$ cat src/rtl/cart_mem_pkg.sv
// Shared types and constants for the cartridge memory arbiter.
// Imported by the arbiter top and its access-detect helper.
package cart_mem_pkg;

  localparam int ADDR_W_DEF     = 26;
  localparam int STARVE_MAX_DEF = 8;

  // First byte of cartridge RAM inside the SDRAM map.
  localparam logic [25:0] SDRAM_RAM_BASE = 26'h2000000;

  typedef enum logic {
    IDLE = 1'b0,
    REQ  = 1'b1
  } arb_state_t;

  typedef enum logic {
    OWN_MBC = 1'b0,
    OWN_LD  = 1'b1
  } owner_t;

endpackage

$ cat src/rtl/cart_access_detect.sv
// Turns the bank controller's level-style rd/wr into "new access" events.
// Ports: i_addr/i_rd/i_wr bus levels, i_grant (key latched at grant),
//        i_done (granted key becomes last serviced), o_pending (needs issue).
module cart_access_detect
  import cart_mem_pkg::*;
#(
  parameter int ADDR_W = ADDR_W_DEF
) (
  input  logic              clk,
  input  logic              reset,
  input  logic [ADDR_W-1:0] i_addr,
  input  logic              i_rd,
  input  logic              i_wr,
  input  logic              i_grant,
  input  logic              i_done,
  output logic              o_pending
);

  logic [ADDR_W:0] w_key;
  logic [ADDR_W:0] r_gnt_key;
  logic [ADDR_W:0] r_last_key;
  logic            r_last_vld;
  logic            w_active;

  assign w_active = i_rd | i_wr;
  assign w_key    = {i_addr, i_wr};

  assign o_pending = w_active &
                     (~r_last_vld | (w_key != r_last_key));

  // The key recorded at completion is the one captured at grant, so bus
  // changes while the transaction is in flight are re-evaluated in IDLE.
  always_ff @(posedge clk) begin
    if (reset) begin
      r_gnt_key  <= '0;
      r_last_key <= '0;
      r_last_vld <= 1'b0;
    end else begin
      if (i_grant)
        r_gnt_key <= w_key;
      // A bus-idle cycle forgets the key so the same address can repeat.
      if (!w_active) begin
        r_last_vld <= 1'b0;
      end else if (i_done) begin
        r_last_vld <= 1'b1;
        r_last_key <= r_gnt_key;
      end
    end
  end

endmodule

$ cat src/rtl/cart_mem_arbiter.sv
// Shares one SDRAM port between the cartridge bank controller (level bus,
// stalled via mbc_busy) and the loader (req/ack), with a starvation limit.
// Ports: mbc_* bank-controller bus, ld_* loader handshake, sd_* SDRAM side.
module cart_mem_arbiter
  import cart_mem_pkg::*;
#(
  parameter int ADDR_W     = ADDR_W_DEF,
  parameter int STARVE_MAX = STARVE_MAX_DEF
) (
  input  logic              clk,
  input  logic              reset,
  input  logic [ADDR_W-1:0] mbc_addr,
  input  logic              mbc_rd,
  input  logic              mbc_wr,
  input  logic [7:0]        mbc_wdata,
  output logic [7:0]        mbc_rdata,
  output logic              mbc_busy,
  input  logic              ld_req,
  input  logic              ld_we,
  input  logic [ADDR_W-1:0] ld_addr,
  input  logic [7:0]        ld_wdata,
  output logic              ld_ack,
  output logic [7:0]        ld_rdata,
  output logic              sd_req,
  output logic              sd_we,
  output logic [ADDR_W-1:0] sd_addr,
  output logic [7:0]        sd_wdata,
  input  logic              sd_ack,
  input  logic [7:0]        sd_rdata
);

  localparam int CW = $clog2(STARVE_MAX + 1);
  localparam logic [CW-1:0] C_MAX = CW'(STARVE_MAX);

  arb_state_t        r_state;
  arb_state_t        w_next;
  owner_t            r_owner;
  logic              r_sd_req;
  logic              r_sd_we;
  logic [ADDR_W-1:0] r_sd_addr;
  logic [7:0]        r_sd_wdata;
  logic [7:0]        r_mbc_rdata;
  logic [7:0]        r_ld_rdata;
  logic              r_ld_ack;
  logic [CW-1:0]     r_starve;

  logic w_mbc_pend;
  logic w_starved;
  logic w_gnt_mbc;
  logic w_gnt_ld;
  logic w_done;
  logic w_mbc_done;
  logic w_mbc_fly;

  cart_access_detect #(
    .ADDR_W (ADDR_W)
  ) u_detect (
    .clk       (clk),
    .reset     (reset),
    .i_addr    (mbc_addr),
    .i_rd      (mbc_rd),
    .i_wr      (mbc_wr),
    .i_grant   (w_gnt_mbc),
    .i_done    (w_mbc_done),
    .o_pending (w_mbc_pend)
  );

  assign w_starved  = (r_starve == C_MAX);
  assign w_mbc_done = w_done & (r_owner == OWN_MBC);
  assign w_mbc_fly  = (r_state == REQ) & (r_owner == OWN_MBC);

  always_ff @(posedge clk) begin
    if (reset)
      r_state <= IDLE;
    else
      r_state <= w_next;
  end

  // Bank controller wins ties unless the loader has waited too long.
  always_comb begin
    w_next    = r_state;
    w_gnt_mbc = 1'b0;
    w_gnt_ld  = 1'b0;
    w_done    = 1'b0;
    unique case (r_state)
      IDLE: begin
        w_gnt_mbc = w_mbc_pend & ~(ld_req & w_starved);
        w_gnt_ld  = ld_req & ~w_gnt_mbc;
        if (w_gnt_mbc | w_gnt_ld)
          w_next = REQ;
      end
      REQ: begin
        if (sd_ack) begin
          w_done = 1'b1;
          w_next = IDLE;
        end
      end
      default: w_next = IDLE;
    endcase
  end

  always_ff @(posedge clk) begin
    if (reset) begin
      r_owner     <= OWN_MBC;
      r_sd_req    <= 1'b0;
      r_sd_we     <= 1'b0;
      r_sd_addr   <= '0;
      r_sd_wdata  <= '0;
      r_mbc_rdata <= 8'hFF;
      r_ld_rdata  <= '0;
      r_ld_ack    <= 1'b0;
      r_starve    <= '0;
    end else begin
      r_ld_ack <= 1'b0;
      if (w_gnt_mbc) begin
        r_owner    <= OWN_MBC;
        r_sd_req   <= 1'b1;
        r_sd_we    <= mbc_wr;
        r_sd_addr  <= mbc_addr;
        r_sd_wdata <= mbc_wdata;
        if (!ld_req)
          r_starve <= '0;
        else if (!w_starved)
          r_starve <= r_starve + CW'(1);
      end else if (w_gnt_ld) begin
        r_owner    <= OWN_LD;
        r_sd_req   <= 1'b1;
        r_sd_we    <= ld_we;
        r_sd_addr  <= ld_addr;
        r_sd_wdata <= ld_wdata;
        r_starve   <= '0;
      end else if (r_state == IDLE && !ld_req) begin
        r_starve <= '0;
      end
      if (w_done) begin
        r_sd_req <= 1'b0;
        if (r_owner == OWN_MBC) begin
          if (!r_sd_we)
            r_mbc_rdata <= sd_rdata;
        end else begin
          if (!r_sd_we)
            r_ld_rdata <= sd_rdata;
          r_ld_ack <= 1'b1;
        end
      end
    end
  end

  assign mbc_busy  = w_mbc_pend | w_mbc_fly;
  assign mbc_rdata = r_mbc_rdata;
  assign ld_ack    = r_ld_ack;
  assign ld_rdata  = r_ld_rdata;
  assign sd_req    = r_sd_req;
  assign sd_we     = r_sd_we;
  assign sd_addr   = r_sd_addr;
  assign sd_wdata  = r_sd_wdata;

endmodule
$ cat config.mk
export PLATFORM = sky130hd
export DESIGN_NAME = cart_mem_arbiter
export DESIGN_NICKNAME = d
export VERILOG_FILES = /design/src/rtl/cart_mem_pkg.sv /design/src/rtl/cart_access_detect.sv /design/src/rtl/cart_mem_arbiter.sv
export SDC_FILE = /design/constraint.sdc
export NUM_CORES = 1
export LEC_CHECK = 0
export ABC_AREA = 1
export CELL_PAD_IN_SITES_DETAIL_PLACEMENT = 1
export CELL_PAD_IN_SITES_GLOBAL_PLACEMENT = 1
export CORE_UTILIZATION = 45
export DETAILED_ROUTE_END_ITERATION = 8
export DONT_BUFFER_PORTS = 1
export PLACE_DENSITY = 0.77
export SYNTH_ARGS = -nofsm -noshare
export SYNTH_HDL_FRONTEND = slang
export SYNTH_SLANG_ARGS = --single-unit
$ cat constraint.sdc
create_clock -name clk -period 3.1 [get_ports clk]
set_clock_uncertainty 0.2 [all_clocks]
set_input_delay 0.62 -clock clk [delete_from_list [all_inputs] [get_ports clk]]
set_output_delay 0.62 -clock clk [all_outputs]
set_load 0.005 [all_outputs]
**Run 1: clock distribution**

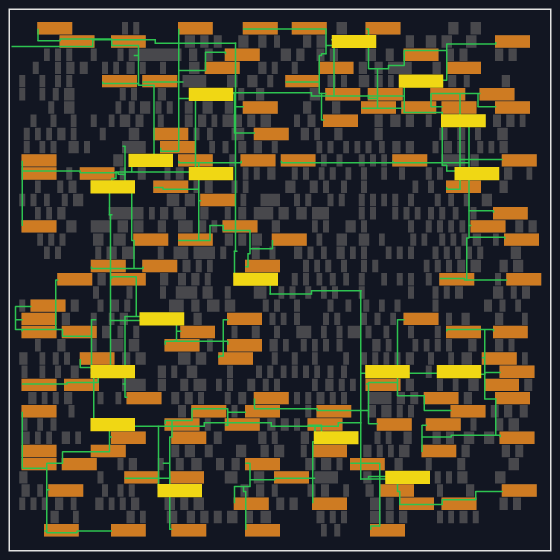
[flip-flops] orange | count: 114
[cells driving clock nets] yellow | count: 17
[clock wires] green | length: 1540 um
routed clock nets: 18
flops lie: spread over the die

**Run 1: power grid**

Pins as bars on the die edge. Tap cells in gray.
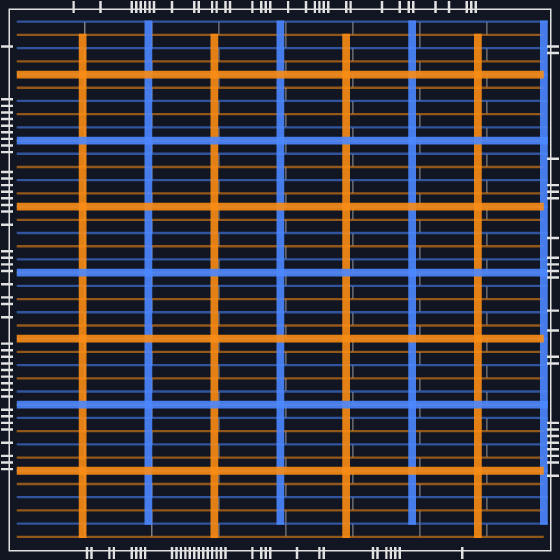
[VSS] orange
[VDD] blue
tap cells: 143
met5 straps: 7
signal pins: 137
met1 rails: 40
rows: 39

**Run 1: the metal 2 layer**

The bar under the picture is 20 um long.
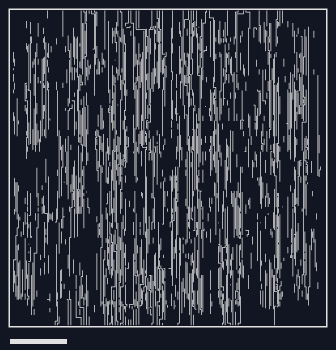
main direction: vertical
wire length on this layer: 8080 um
nets with wire on the layer: 725

-- run 1: flip-flops by register name, summed over array words and instances (netlist names) --
register and cells:
u_detect.r_gnt_key 27, sd_wdata 8, mbc_rdata 8, ld_ack 1, sd_addr 26, u_detect.r_last_vld 1
r_owner 1, sd_we 1, sd_req 1, u_detect.r_last_key 27, ld_rdata 8, r_state 1
r_starve 4
-- run 1: power breakdown --
group	total, uW	switching [uW]	leakage (uW)	internal, uW
registers	1640	68.7	0.000937	1570
clock network	1890	650	0.000289	1240
logic	389	271	0.00149	118
total	3920	990	0.00272	2930
-- run 1: layout make-up --
class                           count  area, um^2
Sequential cell                   114        2280
Clock buffer                       27         533
Multi-Input combinational cell    494        2360
Tap cell                          143         179
Clock inverter                      4        45.0
Fill cell                        1501        5580
Inverter                          123         463
Timing Repair Buffer               10        75.1
==> reports/results.ini, run 1 <==
[global_routing]
grt_max_degree=58

[worst_hold_path]
min_path_type=primary input to flop
min_to=r_starve[3]

[routing]
drtAntennaViolNets=0
wl_met1_um=6400
first_iter_violations=217
met2_length_um=8080
route.detailed.drc=10

[outcome]
status=finished with violations
violations=DRC

[clock_network]
cts.clk_slew.worst_paths_ns=0.05
cts_tree=yes
clock_sinks=114
clk_path_buf_depth=2

[final_layout]
final_common_cell=nand2_1
fin_nets=845
final_util_pct=51.6

[worst_setup_path]
required_ns=2.28
crit_top_cell=nand2_1
r2r_cells=12
arrival_ns=1.85

[placement]
place.gp.congestion=0.834
hpwl_um=11000
dpl_worst_slack_ns=0.524

[yosys]
top_area_cell=dfxtp_1
syn-num-nets=855
ys_cells=770

[floorplanning]
chip_area_um2=12400
core_area_um2=11500

[final_timing]
tightest_slew_ns=0.678
slew-limit-headroom_pct=54.6
hold_violations=0

[run]
drv_cap=0

==> inputs of run 2 (changes only) <==
ABC_CLOCK_PERIOD_IN_PS = 3100   (was not set)
**Run 2: power grid**

Pins as bars on the die edge. Tap cells in gray.
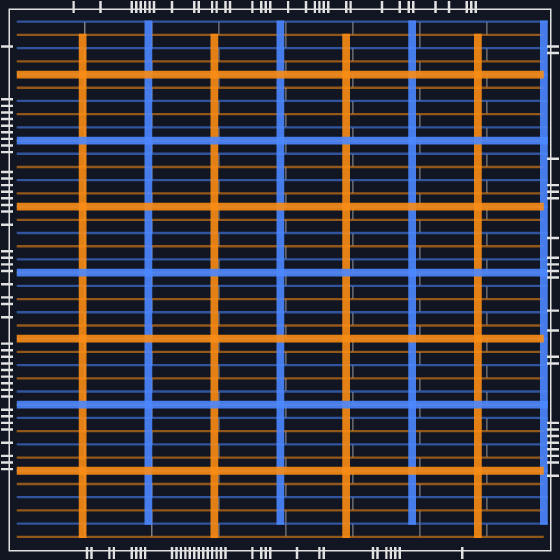
[VSS] orange
[VDD] blue
signal pins: 137
met4 straps: 8
tap cells: 143
met1 rails: 40

==> run 2 against run 1 <==
The run still ends with DRC left; via count is the same; cell area unchanged; power is the same; sequential cell count unchanged; clock power is essentially flat; routed wire length stayed put; sequential power about the same; first-iteration DRC count unchanged; largest power group unchanged; highest routed layer unchanged.
==> reports/results.ini, run 2 <==
[outcome]
status=finished with violations  ; unchanged
violations=DRC  ; unchanged

[placement]
place.gp.congestion=0.834  ; unchanged
hpwl_um=11000  ; unchanged

[routing]
first_iter_violations=217  ; unchanged
met2_length_um=8080  ; unchanged
route.detailed.drc=10  ; unchanged
wl_met1_um=6400  ; unchanged

[pwr]
p_seq_uw=1640  ; about the same
pwr-share-seq_pct=41.8  ; about the same
p_clk_uw=1890  ; about the same
pwr-share-clk_pct=48.3  ; about the same
swShare_pct=25.2  ; unchanged
comb_power_share_pct=9.9  ; about the same

[worst_hold_path]
min_to=r_starve[3]  ; unchanged

[final_timing]
tightest_slew_ns=0.678  ; unchanged
hold_violations=0  ; unchanged

[yosys]
ys_cells=770  ; unchanged

[final_layout]
fin_nets=845  ; unchanged
fillers=1501  ; unchanged
final_util_pct=51.6  ; unchanged
final-comb-area_um2=2360  ; unchanged

[floorplanning]
core_area_um2=11500  ; unchanged

[run 2: final cells by class]
| type | instances | area share, % |
|---|---|---|
| clock buffers | 27 | 8.97 |
| clock inverters | 4 | 0.758 |
| multi-input cells | 494 | 39.8 |
| flip-flops and latches | 114 | 38.4 |
| repair buffers | 10 | 1.26 |
| well taps | 143 | 3.01 |
| inverters | 123 | 7.79 |
[run 2: kinds of logic after synthesis]
logic type,count (synthesis)
buffers and inverters,162
AND/OR/NAND/NOR,382
AND-OR/OR-AND,108
flip-flops,114
XOR/XNOR,2
adder cells (fa/ha/maj),2
[run 2: critical path, cell delays in order, from the launching register on]
cell	delay [ns]
dfxtp_1	0.32
inv_1	0.06
nand2_1	0.06
nand2_1	0.11
nand2_1	0.06
nor2_1	0.18
nand3_2	0.13
o21bai_2	0.28
o21ai_0	0.23
==> inputs of run 3 (changes only) <==
CTS_CLUSTER_DIAMETER = 30   (was not set)
**Run 3: clock distribution**

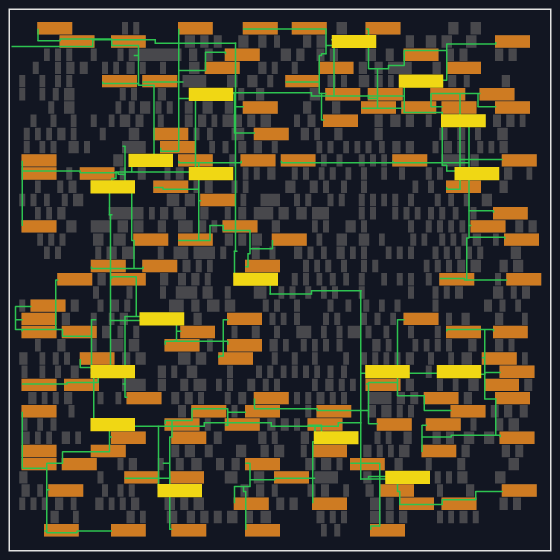
[flip-flops] orange | count: 114
[clock wires] green | length: 1540 um
[cells driving clock nets] yellow | count: 17
flops lie: spread over the die

==> run 3 against run 2 <==
Largest cell class unchanged; the run still ends with DRC left; core utilization unchanged; setup slack unchanged; sequential share of layout area unchanged; non-clock buffer count unchanged; largest power group unchanged; power unchanged; synthesized cell count did not move; first-iteration DRC count did not move; clock power about the same; worst hold slack unchanged; global-route usage is the same.
==> reports/results.ini, run 3 <==
[outcome]
status=finished with violations  ; unchanged
violations=DRC  ; unchanged

[clock_network]
clock_sinks=114  ; unchanged
cts.clk_slew.worst_paths_ns=0.05  ; about the same
cts_tree=yes  ; unchanged

[final_layout]
comb_share_pct=39.8  ; unchanged
fillers=1501  ; unchanged
ff_count=114  ; unchanged
comb_cells=494  ; unchanged
nNonClkBuffers=10  ; unchanged
inverters=123  ; unchanged
sh_seq_area_pct=38.4  ; unchanged
biggestCellCategory=multi-input combinational cells  ; unchanged
fin_nets=845  ; unchanged
clkCellAreaFrac_pct=9.73  ; unchanged
final_util_pct=51.6  ; unchanged
final-comb-area_um2=2360  ; unchanged
final_common_cell=nand2_1  ; unchanged

[worst_setup_path]
arrival_ns=1.85  ; about the same
r2r_cells=12  ; unchanged

[run]
drv_cap=0  ; unchanged

[final_timing]
tightest_slew_ns=0.678  ; unchanged
hold_violations=0  ; unchanged
slew-limit-headroom_pct=54.6  ; unchanged

[placement]
place.gp.congestion=0.834  ; unchanged
hpwl_um=11000  ; unchanged
dpl_worst_slack_ns=0.524  ; unchanged

[routing]
drtAntennaViolNets=0  ; unchanged
met2_length_um=8080  ; unchanged
first_iter_violations=217  ; unchanged
route.detailed.drc=10  ; unchanged
wl_met1_um=6400  ; unchanged

[floorplanning]
core_area_um2=11500  ; unchanged

[worst_hold_path]
min_to=r_starve[3]  ; unchanged
min_path_type=primary input to flop  ; unchanged

[global_routing]
grt_max_degree=58  ; unchanged

## run 3: cell counts in the layout (fill, tap and decap cells not counted)
Identical to the previous run, type by type.
## run 3: where the power goes
group / internal [uW] / leakage, uW / switching (uW)
combinational: 118 / 0.00149 / 271
clock: 1240 / 0.000289 / 650
sequential: 1570 / 0.000937 / 68.7
## run 3: critical path: stages (launching register included)
cell and delay, ns:
dfxtp_1 0.32, inv_1 0.06, nand2_1 0.06, nand2_1 0.11, nand2_1 0.06, nor2_1 0.18, nand3_2 0.13, o21bai_2 0.28
o21ai_0 0.23
## run 3: logic make-up after synthesis
| group | synth area share [%] |
|---|---|
| AOI/OAI and AO/OA | 10.3 |
| xor gates and xnor gates | 0.326 |
| adders and majority gates | 0.466 |
| buffers and inverters | 13.5 |
| DFF | 42.5 |
| and+or+nand+nor | 32.9 |
Power is estimated from default activity; no workload was simulated.
